### Metal layers overlaid, run 1

(4 px per µm) Only two layers are drawn.
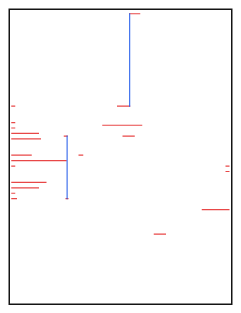
### Placement view, run 1

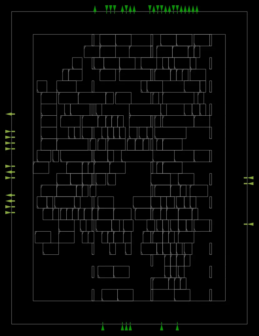
### Port wiring, run 1

(6 px per µm)
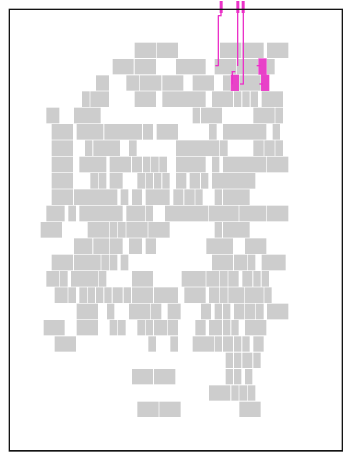
### The metal 3 layer, run 1

(4 px per µm) Cells faint in the background.
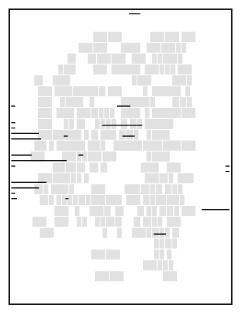
`src/rtl/pix_ram_arbiter_pkg.sv`:
```
// Shared image geometry and bus widths for the edge finders and the RAM arbiter.
package pix_ram_arbiter_pkg;
  localparam int IMG_WIDTH     = 6;
  localparam int IMG_HEIGHT    = 6;
  localparam int XSZ           = 3;
  localparam int YSZ           = 3;
  localparam int ADDR_SZ       = 6;
  localparam int COL_SZ        = 3;
  localparam int PIX_THRESHOLD = 0;

  typedef logic [COL_SZ-1:0]  pix_t;
  typedef logic [ADDR_SZ-1:0] addr_t;
endpackage

```
`src/rtl/pix_addr_calc.sv`:
```
// Maps an (x,y) pixel coordinate to a row-major RAM address; out-of-range coordinates flag oor and yield address 0.
module pix_addr_calc
  import pix_ram_arbiter_pkg::*;
#(
  parameter int WIDTH   = IMG_WIDTH,
  parameter int HEIGHT  = IMG_HEIGHT,
  parameter int X_W     = XSZ,
  parameter int Y_W     = YSZ,
  parameter int ADDR_W  = ADDR_SZ
) (
  input  logic [X_W-1:0]    x,
  input  logic [Y_W-1:0]    y,
  output logic [ADDR_W-1:0] addr,
  output logic              oor
);

  assign oor  = (int'(x) >= WIDTH) || (int'(y) >= HEIGHT);
  // Operands are zero-extended to the address width so the product never goes signed.
  assign addr = oor ? '0 : (ADDR_W'(y) * ADDR_W'(WIDTH) + ADDR_W'(x));

endmodule

```
`src/rtl/pix_ram_arbiter.sv`:
```
// Round-robin share of the single image RAM between the edge finders; grant is combinational,
// pixel data returns one cycle later tagged with a one-hot per-requester valid.
module pix_ram_arbiter
  import pix_ram_arbiter_pkg::*;
#(
  parameter int N_REQ   = 3,
  parameter int X_W     = XSZ,
  parameter int Y_W     = YSZ,
  parameter int ADDR_W  = ADDR_SZ,
  parameter int COL_W   = COL_SZ,
  parameter int WIDTH   = IMG_WIDTH,
  parameter int HEIGHT  = IMG_HEIGHT
) (
  input  logic                 clk,
  input  logic                 reset,
  input  logic [N_REQ-1:0]     req,
  input  logic [N_REQ*X_W-1:0] x_in,
  input  logic [N_REQ*Y_W-1:0] y_in,
  output logic [N_REQ-1:0]     gnt,
  output logic [N_REQ-1:0]     rd_valid,
  output logic [COL_W-1:0]     rd_data,
  output logic                 rd_oor,
  output logic [ADDR_W-1:0]    ram_addr,
  input  logic [COL_W-1:0]     ram_q
);

  localparam int PTR_W = (N_REQ > 1) ? $clog2(N_REQ) : 1;

  logic [PTR_W-1:0]  rr_ptr;
  logic [PTR_W-1:0]  winner;
  logic [PTR_W-1:0]  next_ptr;
  logic              found;
  logic              any_gnt;
  int                idx;
  logic [X_W-1:0]    sel_x;
  logic [Y_W-1:0]    sel_y;
  logic [ADDR_W-1:0] calc_addr;
  logic              calc_oor;

  logic              p_valid;
  logic [PTR_W-1:0]  p_owner;
  logic              p_oor;

  // Scan from the round-robin pointer and take the first requester found.
  always_comb begin
    found  = 1'b0;
    winner = '0;
    idx    = 0;
    for (int k = 0; k < N_REQ; k++) begin
      idx = (int'(rr_ptr) + k) % N_REQ;
      if (!found && req[idx]) begin
        found  = 1'b1;
        winner = PTR_W'(idx);
      end
    end
  end

  assign any_gnt  = found && !reset;
  assign gnt      = any_gnt ? (N_REQ'(1) << winner) : '0;
  assign next_ptr = (winner == PTR_W'(N_REQ - 1)) ? '0 : winner + 1'b1;

  assign sel_x = x_in[winner*X_W +: X_W];
  assign sel_y = y_in[winner*Y_W +: Y_W];

  pix_addr_calc #(
    .WIDTH  (WIDTH),
    .HEIGHT (HEIGHT),
    .X_W    (X_W),
    .Y_W    (Y_W),
    .ADDR_W (ADDR_W)
  ) u_addr (
    .x    (sel_x),
    .y    (sel_y),
    .addr (calc_addr),
    .oor  (calc_oor)
  );

  assign ram_addr = any_gnt ? calc_addr : '0;

  always_ff @(posedge clk) begin
    if (reset) begin
      rr_ptr  <= '0;
      p_valid <= 1'b0;
      p_owner <= '0;
      p_oor   <= 1'b0;
    end else begin
      if (any_gnt) begin
        rr_ptr <= next_ptr;
      end
      p_valid <= any_gnt;
      p_owner <= winner;
      p_oor   <= calc_oor;
    end
  end

  // The return stage is also masked by reset so a read in flight when reset rises is dropped at once.
  always_comb begin
    rd_valid = '0;
    rd_data  = '0;
    rd_oor   = 1'b0;
    if (p_valid && !reset) begin
      rd_valid = N_REQ'(1) << p_owner;
      rd_oor   = p_oor;
      rd_data  = p_oor ? '0 : ram_q;
    end
  end

endmodule

```
`config.mk`:
```
export PLATFORM = sky130hd
export DESIGN_NAME = pix_ram_arbiter
export DESIGN_NICKNAME = d
export VERILOG_FILES = /design/src/rtl/pix_ram_arbiter_pkg.sv /design/src/rtl/pix_addr_calc.sv /design/src/rtl/pix_ram_arbiter.sv
export SDC_FILE = /design/constraint.sdc
export NUM_CORES = 1
export LEC_CHECK = 0
export ABC_AREA = 1
export CAP_MARGIN = 25
export CORE_ASPECT_RATIO = 1.4
export CORE_MARGIN = 5
export CORE_UTILIZATION = 35
export CTS_CLUSTER_SIZE = 16
export DETAILED_ROUTE_END_ITERATION = 10
export HOLD_SLACK_MARGIN = 0.12
export PLACE_DENSITY = 0.66
export SLEW_MARGIN = 20
export SYNTH_ARGS = -nofsm -noshare
export SYNTH_HDL_FRONTEND = slang
export SYNTH_SLANG_ARGS = --single-unit
```
`constraint.sdc`:
```
create_clock -name clk -period 7.8 [get_ports clk]
set_input_delay 0.78 -clock clk [delete_from_list [all_inputs] [get_ports clk]]
set_output_delay 0.78 -clock clk [all_outputs]
set_load 0.02 [all_outputs]
```
==> run_results.csv, run 1 <==
group,metric,value,unit
synthesis,synth_simple_gate_area_share,50.2,%
synthesis,cells_after_synthesis,154,
global_routing,grt_pass1_wl,4470,µm
hold_path,hold_path_end,"rr_ptr[0]",
run,stage_log_warnings,32,
synthesis,number_of_cells_in_the_yosys_synthesis_report,154,
layout,largest_registers,"p_owner x2, rr_ptr x2",
global_routing,grt_start_max_net_pins,16,
synthesis,yosysChipArea,1000,µm²
global_routing,grt_util_met3,2.46,%
critical_path,cp-startpoint,"req[2]",
synthesis,fa_ha_area_share,16.5,%
critical_path,r2r_slack,5.16,ns
synthesis,synth_xor_xnor_area_share,2.62,%
global_routing,groute.layer.met1.usage,14.7,%
clocking,ctsRootBufferMaster,"clkbuf_8",
synthesis,synth_compound_gate_area_share,7.11,%
final_timing,slew_viol_final,0,
synthesis,top_cell,"nand2_1",
layout,num-nets-final,237,
detailed_routing,route.antenna.remaining_nets,0,
floorplanning,num_io_pins,42,
global_routing,groute.layer.met2.usage,25.5,%
detailed_routing,wl_met3,82,µm
critical_path,critical_path_required,7.02,ns
final_timing,setup_violations,0,
final_timing,grt_setup_unrepaired,"no",
synthesis,yosys_register_bits,6,
clocking,cts-root-to-sink-buffers,2,
critical_path,critical_path.max_stage_delay,0.62,ns
critical_path,timing.critical_path.mode_cell,"inv_1",
run,maxCapViolCount,0,
synthesis,synth-edff-count,0,
layout,number_of_non_filler_instances_in_the_completed_layout,234,
synthesis,postSynth.asyncResetShare,0,%
outcome,status,"finished, final reports clean",
layout,area_growth_syn_to_layout,48.5,%
synthesis,netlist_logic_family_top,"simple AND/OR/NAND/NOR gates",
critical_path,r2r_path_end,"p_oor",
synthesis,synth.cells.most_frequent,"nand2_1, inv_1, nor2_1",
critical_path,critical_path_cell_count,21,
synthesis,area_leaders,"nand2_1, ha_1, dfxtp_1",
global_routing,antenna_found_initial,0,
final_timing,setup_tns,0,ns
critical_path,worst_r2r_startpoint,"rr_ptr[0]",
detailed_routing,postRouteWirelength,2690,µm
detailed_routing,avgRoutedWirePerCell,11.5,µm
placed_design,place_hpwl,2320,µm
placed_design,port-buffer-count,41,
detailed_routing,dr_total_vias,1089,
detailed_routing,drtIter0Drc,25,
critical_path,r2r_cells,16,
clocking,postCtsResizedCells,0,
hold_path,worst_hold_path.num_cells,2,
critical_path,critical_path.top_delay_family,"buffers and inverters",
global_routing,first_global_vias,1070,
critical_path,crit_slowest_cell,"clkdlybuf4s50_1",
critical_path,worstSetupStartpointType,"input pin",
critical_path,worstPathMaxFanout,10,
detailed_routing,route.layer.met1.wl,1080,µm
layout,drive_above_1_share,16.2,%
detailed_routing,dr_wl_met2,1490,µm
synthesis,post-synth-top-area-cell,"nand2_1",
synthesis,synth.avg_cell_area,6.52,µm²
final_timing,finalCriticalPeriod,5.32,ns
critical_path,setup.worst_path.class,"in -> out",
hold_path,worstHoldStart,"rr_ptr[0]",
layout,diodes,0,
clocking,clkSinkCount,6,
clocking,post-cts-setup-buffer-count,0,
floorplanning,core_region_area,2820,µm²
synthesis,ys_sh_mux,0,%
Back to the opening pictures, 'Metal layers overlaid':
| colour | layer | wire length |
|---|---|---|
| blue | met4 | 38.8 µm |
| red | met3 | 82.6 µm |

Back to the opening pictures, 'Placement view':
layout filler cell count: 279
placement row count: 23
flip-flops: 6

Back to the opening pictures, 'Port wiring':
| colour | port | direction | end cells | buffers | wire |
|---|---|---|---|---|---|
| magenta | ram_q | input | 3 | 3 | 34.9 µm |

Back to the opening pictures, 'The metal 3 layer':
nets with wire on the layer: 21
main direction: horizontal
share of all routed wire: 3.1%
longest straight run: 13.6 µm

[run 1: final cells by class]
class / instances / area [µm²]
clock buffers: 3 / 41.3
fillers: 279 / 1330
inverters: 28 / 105
multi-input cells: 119 / 767
flip-flops and latches: 6 / 120
well taps: 37 / 46.3
repair buffers: 41 / 410
[run 1: per-stage QoR]
step	hold WS (ns)	instance area (µm²)	util [%]	setup WS, ns
detailed placement	0.504	1450	51.4	2.50
global placement	0.496	1450	51.4	2.61
CTS	0.515	1490	52.8	2.48
floorplan	0.472	1000	-	3.76
global route	0.539	1490	52.8	2.18
finish	0.513	1490	52.8	2.48
## Run 2: what changed since run 1
--- a/config.mk
+++ b/config.mk
@@ -13,7 +13,7 @@
 export CTS_CLUSTER_SIZE = 16
 export DETAILED_ROUTE_END_ITERATION = 10
 export HOLD_SLACK_MARGIN = 0.12
-export PLACE_DENSITY = 0.66
+export PLACE_DENSITY = 0.68
 export SLEW_MARGIN = 20
 export SYNTH_ARGS = -nofsm -noshare
 export SYNTH_HDL_FRONTEND = slang
==> constraint.sdc (replaced) <==
create_clock -name clk -period 4.8 [get_ports clk]
set_input_delay 0.48 -clock clk [delete_from_list [all_inputs] [get_ports clk]]
set_output_delay 0.48 -clock clk [all_outputs]
set_load 0.02 [all_outputs]
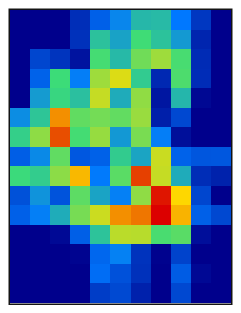
*Wiring heat map, run 2*
(4 px per µm) 11 x 15 tiles, from dark blue (low) to red (high), scaled to the fullest tile. Values are wire area over tile area, all layers added.
mean over tiles: 0.11
fullest tile: 0.38
nearly empty tiles: 27%
tiles over half the peak: 25%
emptiest ninth of the die: lower left

==> run 2 against run 1 <==
- via count up 0.64%
- sequential share of layout area shrank 0.054 points
- global-route usage barely moved
- hold slack improved by 0.0057 ns
- first-iteration DRC count fell by 60%
- count of clock-buffer cells in the layout did not move
- core utilization rose by 0.35 points
- critical path type is now reg -> out
==> run_results.csv, run 2 <==
group,metric,value,unit
run,maxCapViolCount,0,
synthesis,synth.avg_cell_area,6.52,µm²
final_timing,setup_violations,0,
synthesis,post-synth-top-area-cell,"nand2_1",
layout,design_area,1500,µm²
detailed_routing,postRouteWirelength,2800,µm
global_routing,groute.layer.met1.usage,13.4,%
global_routing,grt_util_met3,1.93,%
synthesis,area_leaders,"nand2_1, ha_1, dfxtp_1",
clocking,cts-root-to-sink-buffers,2,
layout,diodes,0,
synthesis,yosys_register_bits,6,
clocking,postCtsResizedCells,0,
detailed_routing,route.layer.met1.wl,1060,µm
hold_path,min_path_type,"reg -> reg",
layout,num-nets-final,238,
critical_path,critical_path.top_delay_family,"adder cells",
critical_path,r2r_cells,16,
synthesis,synth-seq-area-share,12.0,%
critical_path,worstSetupStartpointType,"flop",
synthesis,cells_after_synthesis,154,
critical_path,critical_path_cell_count,19,
synthesis,number_of_cells_in_the_yosys_synthesis_report,154,
global_routing,groute.layer.met2.usage,28.3,%
detailed_routing,drtIter0Drc,10,
hold_path,worst_hold_path.num_cells,2,
synthesis,synth.cells.most_frequent,"nand2_1, inv_1, nor2_1",
critical_path,setup.worst_path.class,"reg -> out",
clocking,post-cts-setup-buffer-count,0,
clocking,clkSinkCount,6,
critical_path,r2r_slack,2.18,ns
critical_path,cp-startpoint,"rr_ptr[0]",
synthesis,netlist_logic_family_top,"simple AND/OR/NAND/NOR gates",
detailed_routing,wl_met3,91,µm
global_routing,antenna_found_initial,0,
clocking,cts_hold_repair.buffers,0,
clocking,ctsRootBufferMaster,"clkbuf_8",
final_timing,whs,0.519,ns
placed_design,detailedPlace.worstSlack,0.0915,ns
layout,number_of_non_filler_instances_in_the_completed_layout,235,
detailed_routing,dr_wl_met2,1640,µm
synthesis,ys_sh_mux,0,%
final_timing,finalCriticalPeriod,4.40,ns
critical_path,worst_r2r_startpoint,"rr_ptr[0]",
placed_design,place_hpwl,2430,µm
detailed_routing,route.antenna.remaining_nets,0,
synthesis,yosysChipArea,1000,µm²
synthesis,synth-edff-count,0,
critical_path,r2r_path_end,"p_oor",
global_routing,grt_start_max_net_pins,12,
synthesis,ys.flop_type,"dfxtp_1",
layout,final_core_utilization,53.2,%
detailed_routing,dr_total_vias,1096,
synthesis,synth_compound_gate_area_share,7.11,%
synthesis,top_cell,"nand2_1",
synthesis,synth_cell_type_count,27,
synthesis,synth.net_count,192,
floorplanning,core_region_area,2820,µm²
hold_path,hold_path_end,"rr_ptr[0]",
layout,largest_registers,"p_owner x2, rr_ptr x2",
final_timing,grt_setup_unrepaired,"no",
critical_path,crit_slowest_cell,"clkdlybuf4s50_1",
final_timing,slew_viol_final,0,
critical_path,timing.critical_path.mode_cell,"nand2_1",
critical_path,critical_path_required,4.32,ns
synthesis,postSynth.asyncResetShare,0,%
outcome,status,"finished, final reports clean",
final_timing,worst_slack,0.401,ns
placed_design,dpl_cell_area,1460,µm²
detailed_routing,firstDrtPassIters,4,
floorplanning,placement_row_count,23,
synthesis,synth_simple_gate_area_share,50.2,%
placed_design,port-buffer-count,41,
run,stage_log_warnings,32,
final_timing,setup_tns,0,ns
global_routing,grt_pass1_wl,4630,µm
floorplanning,floorplan_utilization,35.6,%
synthesis,fa_ha_area_share,16.5,%
global_routing,first_global_vias,1148,
synthesis,synth_xor_xnor_area_share,2.62,%
layout,drive_above_1_share,16.7,%
floorplanning,num_io_pins,42,
layout,area_growth_syn_to_layout,49.5,%
detailed_routing,avgRoutedWirePerCell,11.9,µm
critical_path,worstPathMaxFanout,10,
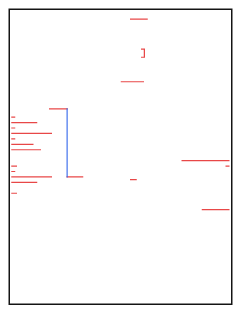
*Metal layers overlaid, run 2*
(4 px per µm) Only two layers are drawn.
| colour | layer | wire length |
|---|---|---|
| red | met3 | 91.5 µm |
| blue | met4 | 17.0 µm |

## run 2: cell count changes in the layout (fill, tap and decap cells not counted)
cell,change
clkdlybuf4s50_1,-1
buf_4,+1
dlymetal6s2s_1,+1
## run 2: final cells by class
cell class                 count  area (µm²)
clock buffer                   3        41.3
fill                         311        1320
inverter                      28         105
multi-input combinational    119         767
sequential                     6         120
tap                           37        46.3
timing repair buffer          42         420
